Fig. 1: sequential cells grouped by signal name
Scale bar: 20 um. Other sequential cells in the stronger gray, the rest of the logic in the fainter gray.
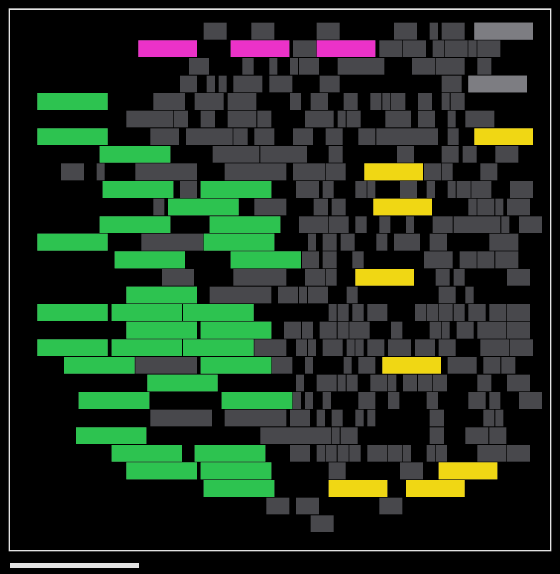
Fig. 2: placed cells, one color a class
Fill, decap, tap and diode cells in gray.
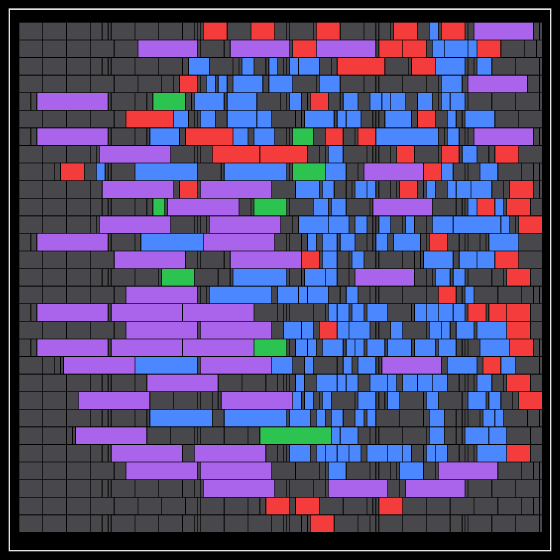
Fig. 3: the clock network
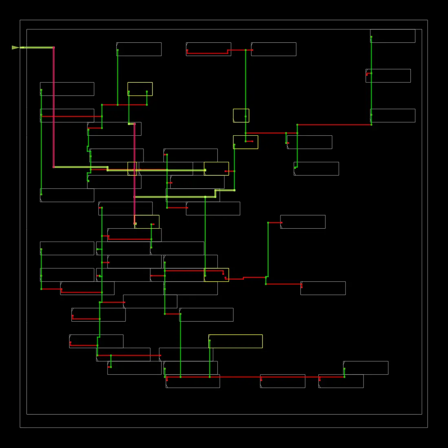
Fig. 4: metal layers overlaid
Scale bar: 20 um. Two of the layers only.
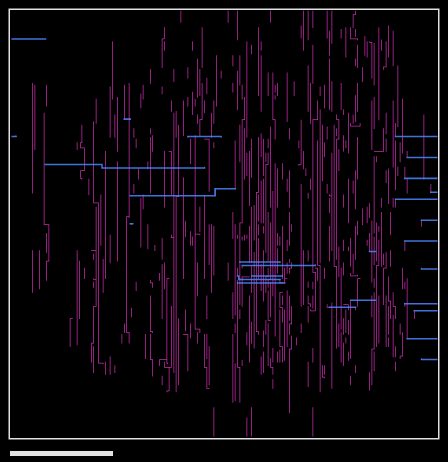
Fig. 5: routed clock nets over the placement
Scale bar: 20 um.
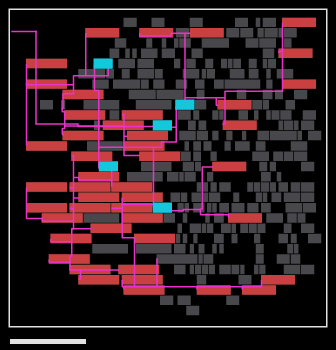
`src/rtl/program_sequencer_if.sv`:
```
// Program sequencer bus: operation request in, program address and status out.
interface program_sequencer_if #(
  parameter int WIDTH       = 8,
  parameter int STACK_DEPTH = 4
);
  localparam int LVL_W = $clog2(STACK_DEPTH + 1);

  logic             enable;
  logic [2:0]       op;
  logic [WIDTH-1:0] target;
  logic             resume;
  logic [WIDTH-1:0] count;
  logic             halted;
  logic             fault;
  logic [LVL_W-1:0] stackLevel;

  modport master (
    output enable, op, target, resume,
    input  count, halted, fault, stackLevel
  );

  modport slave (
    input  enable, op, target, resume,
    output count, halted, fault, stackLevel
  );
endinterface

```
`src/rtl/program_sequencer.sv`:
```
// Program address sequencer: next/relative/absolute jumps, call/return stack,
// halt with resume, and a sticky fault on stack over/underflow.
module program_sequencer #(
  parameter int               WIDTH       = 8,
  parameter int               STACK_DEPTH = 4,
  parameter logic [WIDTH-1:0] START_ADDR  = '0
) (
  input logic                clk,
  input logic                reset,
  program_sequencer_if.slave bus
);
  localparam int LVL_W = $clog2(STACK_DEPTH + 1);
  localparam int PTR_W = (STACK_DEPTH > 1) ? $clog2(STACK_DEPTH) : 1;
  localparam logic [LVL_W-1:0] LVL_FULL = LVL_W'(STACK_DEPTH);

  localparam logic [2:0] OP_NEXT = 3'd0;
  localparam logic [2:0] OP_JREL = 3'd1;
  localparam logic [2:0] OP_JABS = 3'd2;
  localparam logic [2:0] OP_CALL = 3'd3;
  localparam logic [2:0] OP_RET  = 3'd4;
  localparam logic [2:0] OP_HALT = 3'd5;

  typedef enum logic [1:0] {RUN, HALTED, FAULT} state_t;

  state_t           state, nxt_state;
  logic [WIDTH-1:0] count, nxt_count;
  logic [LVL_W-1:0] level, nxt_level;
  logic             push;
  logic [WIDTH-1:0] stack [STACK_DEPTH];

  logic [LVL_W-1:0] level_m1;
  logic [PTR_W-1:0] push_idx, top_idx;
  logic [WIDTH-1:0] ret_addr;

  // Push goes to slot [level], pop reads slot [level-1]; only used when in range.
  assign level_m1 = level - 1'b1;
  assign push_idx = level[PTR_W-1:0];
  assign top_idx  = level_m1[PTR_W-1:0];
  assign ret_addr = count + 1'b1;

  // State, address and stack level; reset returns to RUN at START_ADDR.
  always_ff @(posedge clk or negedge reset) begin
    if (!reset) begin
      state <= RUN;
      count <= START_ADDR;
      level <= '0;
    end else begin
      state <= nxt_state;
      count <= nxt_count;
      level <= nxt_level;
    end
  end

  // Stack storage needs no reset: level alone defines which entries are valid.
  always_ff @(posedge clk) begin
    if (push) stack[push_idx] <= ret_addr;
  end

  // Next-state and next-address decode; enable=0 freezes everything.
  always_comb begin
    nxt_state = state;
    nxt_count = count;
    nxt_level = level;
    push      = 1'b0;
    if (bus.enable) begin
      unique case (state)
        RUN: begin
          case (bus.op)
            OP_JREL: nxt_count = count + bus.target;  // two's-complement wrap
            OP_JABS: nxt_count = bus.target;
            OP_CALL: begin
              if (level == LVL_FULL) nxt_state = FAULT;
              else begin
                push      = 1'b1;
                nxt_count = bus.target;
                nxt_level = level + 1'b1;
              end
            end
            OP_RET: begin
              if (level == '0) nxt_state = FAULT;
              else begin
                nxt_count = stack[top_idx];
                nxt_level = level_m1;
              end
            end
            OP_HALT: nxt_state = HALTED;
            default: nxt_count = count + 1'b1;  // NEXT and reserved codes
          endcase
        end
        HALTED: if (bus.resume) nxt_state = RUN;
        FAULT:  nxt_state = FAULT;
        default: nxt_state = FAULT;
      endcase
    end
  end

  assign bus.count      = count;
  assign bus.halted     = (state == HALTED);
  assign bus.fault      = (state == FAULT);
  assign bus.stackLevel = level;
endmodule

```
`src/flat_wrapper.sv`:
```
// flat-port wrapper written by rule: the top's interface ports become plain ports
module program_sequencer_flat 
#(
  parameter int               WIDTH       = 8,
  parameter int               STACK_DEPTH = 4,
  parameter logic [WIDTH-1:0] START_ADDR  = '0
)
  (clk, reset, bus_enable, bus_op, bus_target, bus_resume, bus_count, bus_halted, bus_fault, bus_stackLevel);
  program_sequencer_if #(.WIDTH(WIDTH), .STACK_DEPTH(STACK_DEPTH)) bus_i ();
  input logic clk;
  input logic reset;
  input wire logic [$bits(bus_i.enable)-1:0] bus_enable;
  input wire logic [$bits(bus_i.op)-1:0] bus_op;
  input wire logic [$bits(bus_i.target)-1:0] bus_target;
  input wire logic [$bits(bus_i.resume)-1:0] bus_resume;
  output wire logic [$bits(bus_i.count)-1:0] bus_count;
  output wire logic [$bits(bus_i.halted)-1:0] bus_halted;
  output wire logic [$bits(bus_i.fault)-1:0] bus_fault;
  output wire logic [$bits(bus_i.stackLevel)-1:0] bus_stackLevel;
  assign bus_i.enable = bus_enable;
  assign bus_i.op = bus_op;
  assign bus_i.target = bus_target;
  assign bus_i.resume = bus_resume;
  assign bus_count = bus_i.count;
  assign bus_halted = bus_i.halted;
  assign bus_fault = bus_i.fault;
  assign bus_stackLevel = bus_i.stackLevel;
  program_sequencer #(.WIDTH(WIDTH), .STACK_DEPTH(STACK_DEPTH), .START_ADDR(START_ADDR)) u_core (.clk(clk), .reset(reset), .bus(bus_i));
endmodule
```
`config.mk`:
```
export PLATFORM = sky130hd
export DESIGN_NAME = program_sequencer_flat
export DESIGN_NICKNAME = d
export VERILOG_FILES = /design/src/rtl/program_sequencer_if.sv /design/src/rtl/program_sequencer.sv /design/src/flat_wrapper.sv
export SDC_FILE = /design/constraint.sdc
export NUM_CORES = 1
export LEC_CHECK = 0
export CAP_MARGIN = 20
export CORE_UTILIZATION = 40
export CTS_BUF_LIST = sky130_fd_sc_hd__clkbuf_8
export DETAILED_ROUTE_END_ITERATION = 10
export PLACE_DENSITY = 0.63
export SLEW_MARGIN = 5
export SYNTH_ARGS = -nofsm -noshare
export SYNTH_HDL_FRONTEND = slang
export SYNTH_SLANG_ARGS = --single-unit
```
`constraint.sdc`:
```
create_clock -name clk -period 2.6 [get_ports clk]
set_input_delay 0.78 -clock clk [delete_from_list [all_inputs] [get_ports clk]]
set_output_delay 0.78 -clock clk [all_outputs]
set_load 0.03 [all_outputs]
```
==> flow_summary.yaml <==
# synthesis and place-and-route metrics
power_and_ir_drop:
  clock_power_share_pct: 17.0
  swShare_pct: 38.6
  pg_comb_uw: 1510
  p_total_uw: 3170
  p_int_uw: 1950
  comb_power_share_pct: 47.6
  powerDensity_nw_per_um2: 955
yosys:
  synth.most_common_cell: "edfxtp_1"
  synthAdderAreaFrac_pct: 7.25
  xor_area_share_pct: 4.61
  mappedNetlistArea_um2: 2660
  aoi_share_pct: 15.3
  synth_cells: 228
  synth.avg_cell_area_um2: 11.7
  synth_warnings: 0
  ys_seq_share_pct: 48.4
critical_path:
  cp-end-kind: "register"
  reg2reg_depth: 6
  critPathKind: "in2reg"
  slowest_stage: "clkdlybuf4s50_1"
  crit_top_cell: "nand2b_1"
  critPathLaunch: "bus_target[0]"
  r2r_end: "u_core.bus.count[4]"
  cp-start-kind: "primary input"
  required_ns: 2.79
  cp_num_cells: 9
  cp_max_fo: 2
place:
  dpl.hpwl_um: 4350
  port-buffer-count: 27
global_routing:
  globalRouteMet2Util_pct: 28.2
  met1_usage_pct: 24.3
  grt_pass1_vias: 1913
  grt_antenna_before_repair: 0
layout:
  lay_top_cells: "edfxtp_1, clkdlybuf4s50_1, nor2_1"
  layout-drive-gt1-share_pct: 14.5
  n_antenna_cell: 0
  area_growth_pct: 25.0
  clkCellAreaFrac_pct: 3.39
  buffers: 50
  fin_cells: 353
  register_area_um2: 1290
  sh_comb_area_pct: 38.7
  logic_area_um2: 1290
  largest_register_ff_count: 32
sta:
  fin_crit_ns: 2.49
  tns_ns: 0
  finalSetupViolCount: 0
  clock_skew_ns: 0.0115
  drv_slew: 0
cts:
  clkLatencyLatePin_ns: 0.30
  clk_pin_slew_worst_paths_ns: 0.10
  cts_tree: "built"
  cts_setup_buffers: 0
  cts.repair.resized: 0
  cts_buffer_depth: 2
outcome:
  status: "finished, final reports clean"
worst_hold_path:
  hold_depth: 1
floorplanning:
  pin_count: 28
  chipWidth_um: 83.5
  num_tap_cells: 77
flow_run:
  maxCapViolations: 0
  warnings: 30
drt:
  ant_nets: 0
  wirelength_um: 5850
  route.met3.wl_um: 186
  drtIter0Drc: 160
  drcViolationCount: 0
Notes on Fig. 1 above:
legend:
  `u_core.stack`:
    color: green
    flops: 32
  `u_core.bus.count`:
    color: yellow
    flops: 8
  `u_core.bus.stackLevel`:
    color: magenta
    flops: 3
not colored: 2
P_seq: 1120 uW
sequential share of cell area: 38.7%
Util after Layout: 52.0%

Notes on Fig. 2 above:
legend:
  flip-flops:
    color: purple
    cells: 45
  all other logic:
    color: blue
    cells: 173
  clock drivers and dummy loads:
    color: green
    cells: 8
  other buffers and delay cells:
    color: red
    cells: 50

Notes on Fig. 3 above:
CTS Buf Count: 5
Power Clock: 539 uW
clock sinks: 45
clkbuf count: 5

Notes on Fig. 4 above:
legend:
  met2:
    color: magenta
    wire_length: 2760 um
  met3:
    color: blue
    wire_length: 187 um

Notes on Fig. 5 above:
legend:
  cells driving clock nets:
    color: cyan
    count: 5
  flip-flops:
    color: red
    count: 45
  clock wires:
    color: magenta
    length: 572 um
routed clock nets: 6

Power and IR drop assume default switching activity.
